**config.mk**
```make
export PLATFORM = sky130hd
export DESIGN_NAME = ipctrl
export DESIGN_NICKNAME = d
export VERILOG_FILES = /design/src/rtl/noc_pkg.sv /design/src/rtl/vc_buf.sv /design/src/rtl/ipctrl.sv
export SDC_FILE = /design/constraint.sdc
export NUM_CORES = 1
export LEC_CHECK = 0
export CELL_PAD_IN_SITES_DETAIL_PLACEMENT = 0
export CELL_PAD_IN_SITES_GLOBAL_PLACEMENT = 1
export CORE_MARGIN = 1.5
export CORE_UTILIZATION = 37
export DETAILED_ROUTE_END_ITERATION = 8
export PLACE_DENSITY_LB_ADDON = 0.1
export SETUP_SLACK_MARGIN = 0.5
export SLEW_MARGIN = 20
export SYNTH_ARGS = -nofsm -noshare
export SYNTH_HDL_FRONTEND = slang
export SYNTH_SLANG_ARGS = --single-unit
```
**constraint.sdc**
```tcl
create_clock -name clk -period 2.55 [get_ports clk]
set_clock_uncertainty 0.05 [all_clocks]
set_input_delay 0.51 -clock clk [delete_from_list [all_inputs] [get_ports clk]]
set_output_delay 0.51 -clock clk [all_outputs]
set_load 0.05 [all_outputs]
```
**src/rtl/noc_pkg.sv**
```systemverilog
// Shared mesh-router definitions: packet geometry, header field positions and output port order.
package noc_pkg;

    localparam int unsigned DATA_W    = 64;
    localparam int unsigned HOP_W     = 4;

    localparam int unsigned VC_BIT    = 63;
    localparam int unsigned XDIR_BIT  = 62;
    localparam int unsigned YDIR_BIT  = 61;
    localparam int unsigned XHOP_MSB  = 55;
    localparam int unsigned XHOP_LSB  = 52;
    localparam int unsigned YHOP_MSB  = 51;
    localparam int unsigned YHOP_LSB  = 48;

    localparam int unsigned NUM_PORTS = 5;
    localparam int unsigned PORT_PE   = 0;
    localparam int unsigned PORT_S    = 1;
    localparam int unsigned PORT_N    = 2;
    localparam int unsigned PORT_E    = 3;
    localparam int unsigned PORT_W    = 4;

    typedef enum logic {VcEmpty, VcFull} vc_state_e;

endpackage

```
**src/rtl/vc_buf.sv**
```systemverilog
// One-entry virtual-channel buffer. A write fills it and a clear empties it; the data register
// keeps its last contents after a clear.
module vc_buf #(
    parameter int unsigned DATA_W = noc_pkg::DATA_W
) (
    input  logic              clk,
    input  logic              reset,
    input  logic              wr_en,
    input  logic [DATA_W-1:0] wr_data,
    input  logic              clr,
    output logic              full,
    output logic [DATA_W-1:0] data
);
    import noc_pkg::*;

    vc_state_e         state_q, state_d;
    logic [DATA_W-1:0] data_q, data_d;

    always_ff @(posedge clk or negedge reset) begin
        if (!reset) begin
            state_q <= VcEmpty;
            data_q  <= '0;
        end else begin
            state_q <= state_d;
            data_q  <= data_d;
        end
    end

    // Write and clear never target the same buffer in one cycle; write wins defensively.
    always_comb begin
        state_d = state_q;
        data_d  = data_q;
        if (wr_en) begin
            state_d = VcFull;
            data_d  = wr_data;
        end else if (clr) begin
            state_d = VcEmpty;
        end
    end

    always_comb begin
        full = (state_q == VcFull);
        data = data_q;
    end

endmodule

```
**src/rtl/ipctrl.sv**
```systemverilog
// Router input controller: two one-entry VCs alternating between link and internal side by
// polarity, with XY routing and hop decrement of the internal-side packet.
module ipctrl #(
    parameter int unsigned DATA_W = noc_pkg::DATA_W,
    parameter int unsigned HOP_W  = noc_pkg::HOP_W
) (
    input  logic              clk,
    input  logic              reset,
    input  logic              polarity,
    input  logic              send_in,
    input  logic [DATA_W-1:0] data_in,
    output logic              ready_in,
    input  logic              clear,
    output logic [4:0]        req,
    output logic [DATA_W-1:0] data_out
);
    import noc_pkg::*;

    logic [1:0]        wr_en;
    logic [1:0]        clr;
    logic [1:0]        full;
    logic [DATA_W-1:0] vc_data [2];

    logic [DATA_W-1:0] cur;
    logic [HOP_W-1:0]  xhop;
    logic [HOP_W-1:0]  yhop;
    logic [4:0]        route;

    assign ready_in = ~full[~polarity];

    // VC[~polarity] faces the link, VC[polarity] faces the output controllers.
    always_comb begin
        wr_en            = '0;
        clr              = '0;
        wr_en[~polarity] = send_in & ready_in;
        clr[polarity]    = clear & full[polarity];
    end

    for (genvar g = 0; g < 2; g++) begin : g_vc
        vc_buf #(
            .DATA_W (DATA_W)
        ) u_vc_buf (
            .clk     (clk),
            .reset   (reset),
            .wr_en   (wr_en[g]),
            .wr_data (data_in),
            .clr     (clr[g]),
            .full    (full[g]),
            .data    (vc_data[g])
        );
    end

    // XY order: exhaust x hops first, then y hops, then eject to the local PE.
    always_comb begin
        cur      = vc_data[polarity];
        xhop     = cur[XHOP_MSB:XHOP_LSB];
        yhop     = cur[YHOP_MSB:YHOP_LSB];
        route    = '0;
        data_out = cur;
        if (xhop != '0) begin
            route[cur[XDIR_BIT] ? PORT_W : PORT_E] = 1'b1;
            data_out[XHOP_MSB:XHOP_LSB]            = xhop - 1'b1;
        end else if (yhop != '0) begin
            route[cur[YDIR_BIT] ? PORT_S : PORT_N] = 1'b1;
            data_out[YHOP_MSB:YHOP_LSB]            = yhop - 1'b1;
        end else begin
            route[PORT_PE] = 1'b1;
        end
    end

    assign req = full[polarity] ? route : 5'b00000;

endmodule
```
Fig. 1: clock routing
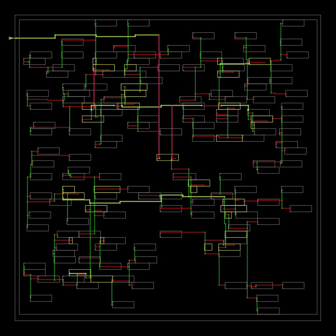
clock sink count: 130
clock buffer instance count of the final layout: 24

Fig. 2: layout detail
Bar = 5 um. Region (55, 81) to (75, 101) um. Cells in grey, sequential cells in the stronger grey; small squares are vias.
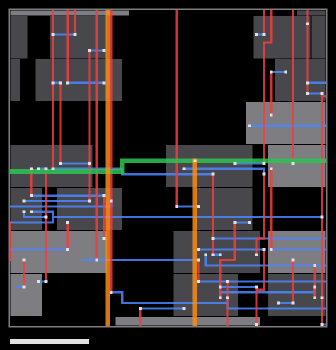
M4 -> orange
M1 -> blue
M3 -> green
M2 -> red
netlist names of flops here include = `g_vc.u_vc_buf.data` (2)
most frequent = mux2_2 (4), clkdlybuf4s50_1 (3)
sequential cells in the window = 2
cells with their middle in the window = 13

==> flow_summary.json <==
{
  "dieArea_um2": 16900,
  "nNetsFinal": 637,
  "setup_ws_ps": 72.5,
  "first_pass_grt_wire_length_um": 21900,
  "post_synth_num_cell_types": 28,
  "remaining_routing_drc_violations": 0,
  "post-route-min-period_ps": 2480,
  "worstSetupStartpoint": "g_vc[0].u_vc_buf.data[53]",
  "ys_seq_share_pct": 54.6,
  "wl_per_cell_um": 17.1,
  "post-place-ws_ps": -92.7,
  "grt.overflow.total": 0,
  "synthesis.yosys.warnings": 0,
  "ws_path_type": "flop to output port",
  "placement.io_buffers": 138,
  "syn_area_um2": 5960,
  "die_height_um": 130,
  "largest_area_cell": "sky130_fd_sc_hd__dfrtp_1",
  "yosys.stat.chipArea_um2": 5960,
  "hpwlAfterDp_um": 9060,
  "initial_antenna_violation_count": 0,
  "initial_utilization_pct": 37.6,
  "fin_tns_setup_ps": 0,
  "path_cells": "mux2i_4, ha_4, o21a_4, nand4_1, mux2_2, buf_12",
  "sw_frac_of_total_pct": 33.0,
  "drt-pass1-iter-count": 4,
  "synthTopCellsByArea": "sky130_fd_sc_hd__dfrtp_1 (55%), sky130_fd_sc_hd__mux2_2 (34%), sky130_fd_sc_hd__buf_6 (2.6%), sky130_fd_sc_hd__mux2i_1 (1.5%), sky130_fd_sc_hd__mux2_1 (1.1%)",
  "yosys-stat-cells": 386,
  "clock.latency.late_pin_ps": 410,
  "floorplan.nets": 457,
  "cp_slowest_stage_delay_ps": 400,
  "power_report.internal_total_uw": 6050,
  "timing_worst_slew_pin_value_ps": 549,
  "data_arrival_critical_path_ps": 1920,
  "net-switching-power_uw": 2980,
  "dr_total_vias": 3787,
  "die-width_um": 130,
  "hp-class": "input port to asynchronous set/reset pin",
  "leakage_uw": 0.00393,
  "worst_path_dominant_cell_family": "multiplexers",
  "power_frac_clock_pct": 28.4,
  "grt_start_max_net_pins": 62,
  "drt-initial-drc-count": 108,
  "cp.buffers_inverters": 1,
  "clockRootBuffer": "sky130_fd_sc_hd__clkbuf_16",
  "area_growth_syn_to_layout_pct": 53.0,
  "setup-violations-final": 0,
  "p_seq_share_pct": 31.6,
  "cts_max_level": 4,
  "avgViaCountPerCell": 4.76,
  "drive_gt1_share_pct": 62.0,
  "final_antenna_net_count": 0,
  "r2r-start": "g_vc[1].u_vc_buf.full",
  "power_per_cell_area_nw_per_um2": 991,
  "critical-path-slowest-cell": "sky130_fd_sc_hd__dfrtp_1",
  "gp_routability_congestion": 0.695,
  "detail_route.wirelength_um": 13600,
  "cts-root-to-sink-buffers": 2,
  "postSynthCellCount": 386,
  "worst_slew_margin_rel_pct": 63.4,
  "finalHoldViolCount": 0,
  "vdd_ir_drop_max_uv": 514,
  "top_cell_area_share_pct": 54.6,
  "top_achievable_clock_speed_mhz": 404,
  "cts_setup_buffers": 16,
  "clk_transition_reported_paths_ps": 50,
  "worstSetupStartpointType": "flop",
  "core_region_area_um2": 15800,
  "grt_pass1_vias": 4260,
  "worst_hold_slack_ps": 19.9,
  "design.portCount": 139,
  "floorplan.rows": 46,
  "run_status": "complete, no violations",
  "cap_viol_max_count": 0,
  "avg_synthesized_cell_area_um2": 15.4,
  "grtUsageTotal_pct": 17.2,
  "tool_warnings": 29,
  "clock_tree_from_tritoncts": "built",
  "synth-seq-cells": 130,
  "worst_setup_path_end_kind": "output port",
  "diodes": 0,
  "critical_path_peak_fanout": 6
}
## through the flow
step,utilization (%),cells,cell area [um^2]
after floorplan,-,386,6140
after global placement,49.1,743,7770
after detailed placement,49.1,743,7770
after CTS,57.1,793,9030
after global routing,57.6,795,9110
final,57.6,795,9110
## cell families (layout without fill, tap and decap cells)
logic type      count (synthesis)  in the layout  synth area share, %
flops                         130            130                 54.6
buf+inv                        24            217                 3.87
simple gates                   23             23                 2.56
compound gates                  7              7                0.693
xor+xnor                        2              2                0.294
fa+ha+maj                       2              2                0.420
mux                           198            198                 37.5
## power groups by stage
stage / Combinational [uW] / Sequential, uW / Clock, uW
floorplan: 2210 / 2790 / 0
global placement: 3140 / 2840 / 0
detailed placement: 3190 / 2880 / 0
CTS: 3600 / 2850 / 2640
global route: 3780 / 2930 / 2740
finish: 3600 / 2850 / 2570
## final cells by class
class | count | area, um^2
multi-input combinational | 232 | 2800
fill | 1282 | 6720
sequential | 130 | 3260
timing repair buffer | 183 | 2150
inverter | 2 | 7.51
tap | 216 | 270
clock buffer | 24 | 482
clock inverter | 8 | 149
## sequential cells by signal, summed over array words and instances, names as in the netlist
register,flops
g_vc.u_vc_buf.data,128
g_vc.u_vc_buf.full,2
## placed cells by master, fill, tap and decap left out, types with 4 or more instances in the layout
| cell | synthesis | final |
|---|---|---|
| sky130_fd_sc_hd__dfrtp_1 | 130 | 128 |
| sky130_fd_sc_hd__mux2_1 | 6 | 5 |
| sky130_fd_sc_hd__buf_4 | 4 | 52 |
| sky130_fd_sc_hd__clkbuf_1 | 0 | 4 |
| sky130_fd_sc_hd__clkbuf_16 | 0 | 17 |
| sky130_fd_sc_hd__bufinv_16 | 0 | 4 |
| sky130_fd_sc_hd__buf_8 | 0 | 30 |
| sky130_fd_sc_hd__mux2i_4 | 0 | 7 |
| sky130_fd_sc_hd__mux2_4 | 1 | 28 |
| sky130_fd_sc_hd__buf_6 | 14 | 9 |
| sky130_fd_sc_hd__mux2_2 | 180 | 154 |
| sky130_fd_sc_hd__buf_12 | 1 | 23 |
| sky130_fd_sc_hd__clkdlybuf4s50_1 | 0 | 66 |
## final timing paths
check / cells after the start / slack, ps / to
worst max-delay path: 6 / 70 / data_out[51]
worst min-delay path: 1 / 20 / g_vc[1].u_vc_buf.data[50]
worst max register to register: 3 / 790 / g_vc[1].u_vc_buf.data[7]
worst min register to register: 1 / 440 / g_vc[0].u_vc_buf.data[13]
max in group asynchronous: 2 / 1690 / g_vc[1].u_vc_buf.data[29]
min in group clk: 1 / 440 / g_vc[0].u_vc_buf.data[13]
## metal layers
layer | routed length [um] | up-vias | part of all wire [%] | track usage (%)
li1 | - | 1756 | - | -
met1 | 5490 | 1943 | 40 | 18.9
met2 | 7180 | 82 | 53 | 31.1
met3 | 811 | 6 | 6.0 | 6.11
met4 | 91 | 0 | 0.67 | 5.49
met5 | 0 | - | 0 | 0
## synthesized netlist by cell type (all sizes together)
master  number
mux2       187
dfrtp      130
buf         22
mux2i       10
nor3b        6
nor3         5
o21ai        4
nand2        3
nor2         3
nor2b        3
ha           2
inv          2
xor2         2
a21o         1
mux4         1
nand3        1
nand3b       1
nand4        1
o21a         1
o22ai        1
Power and IR drop assume default switching activity.
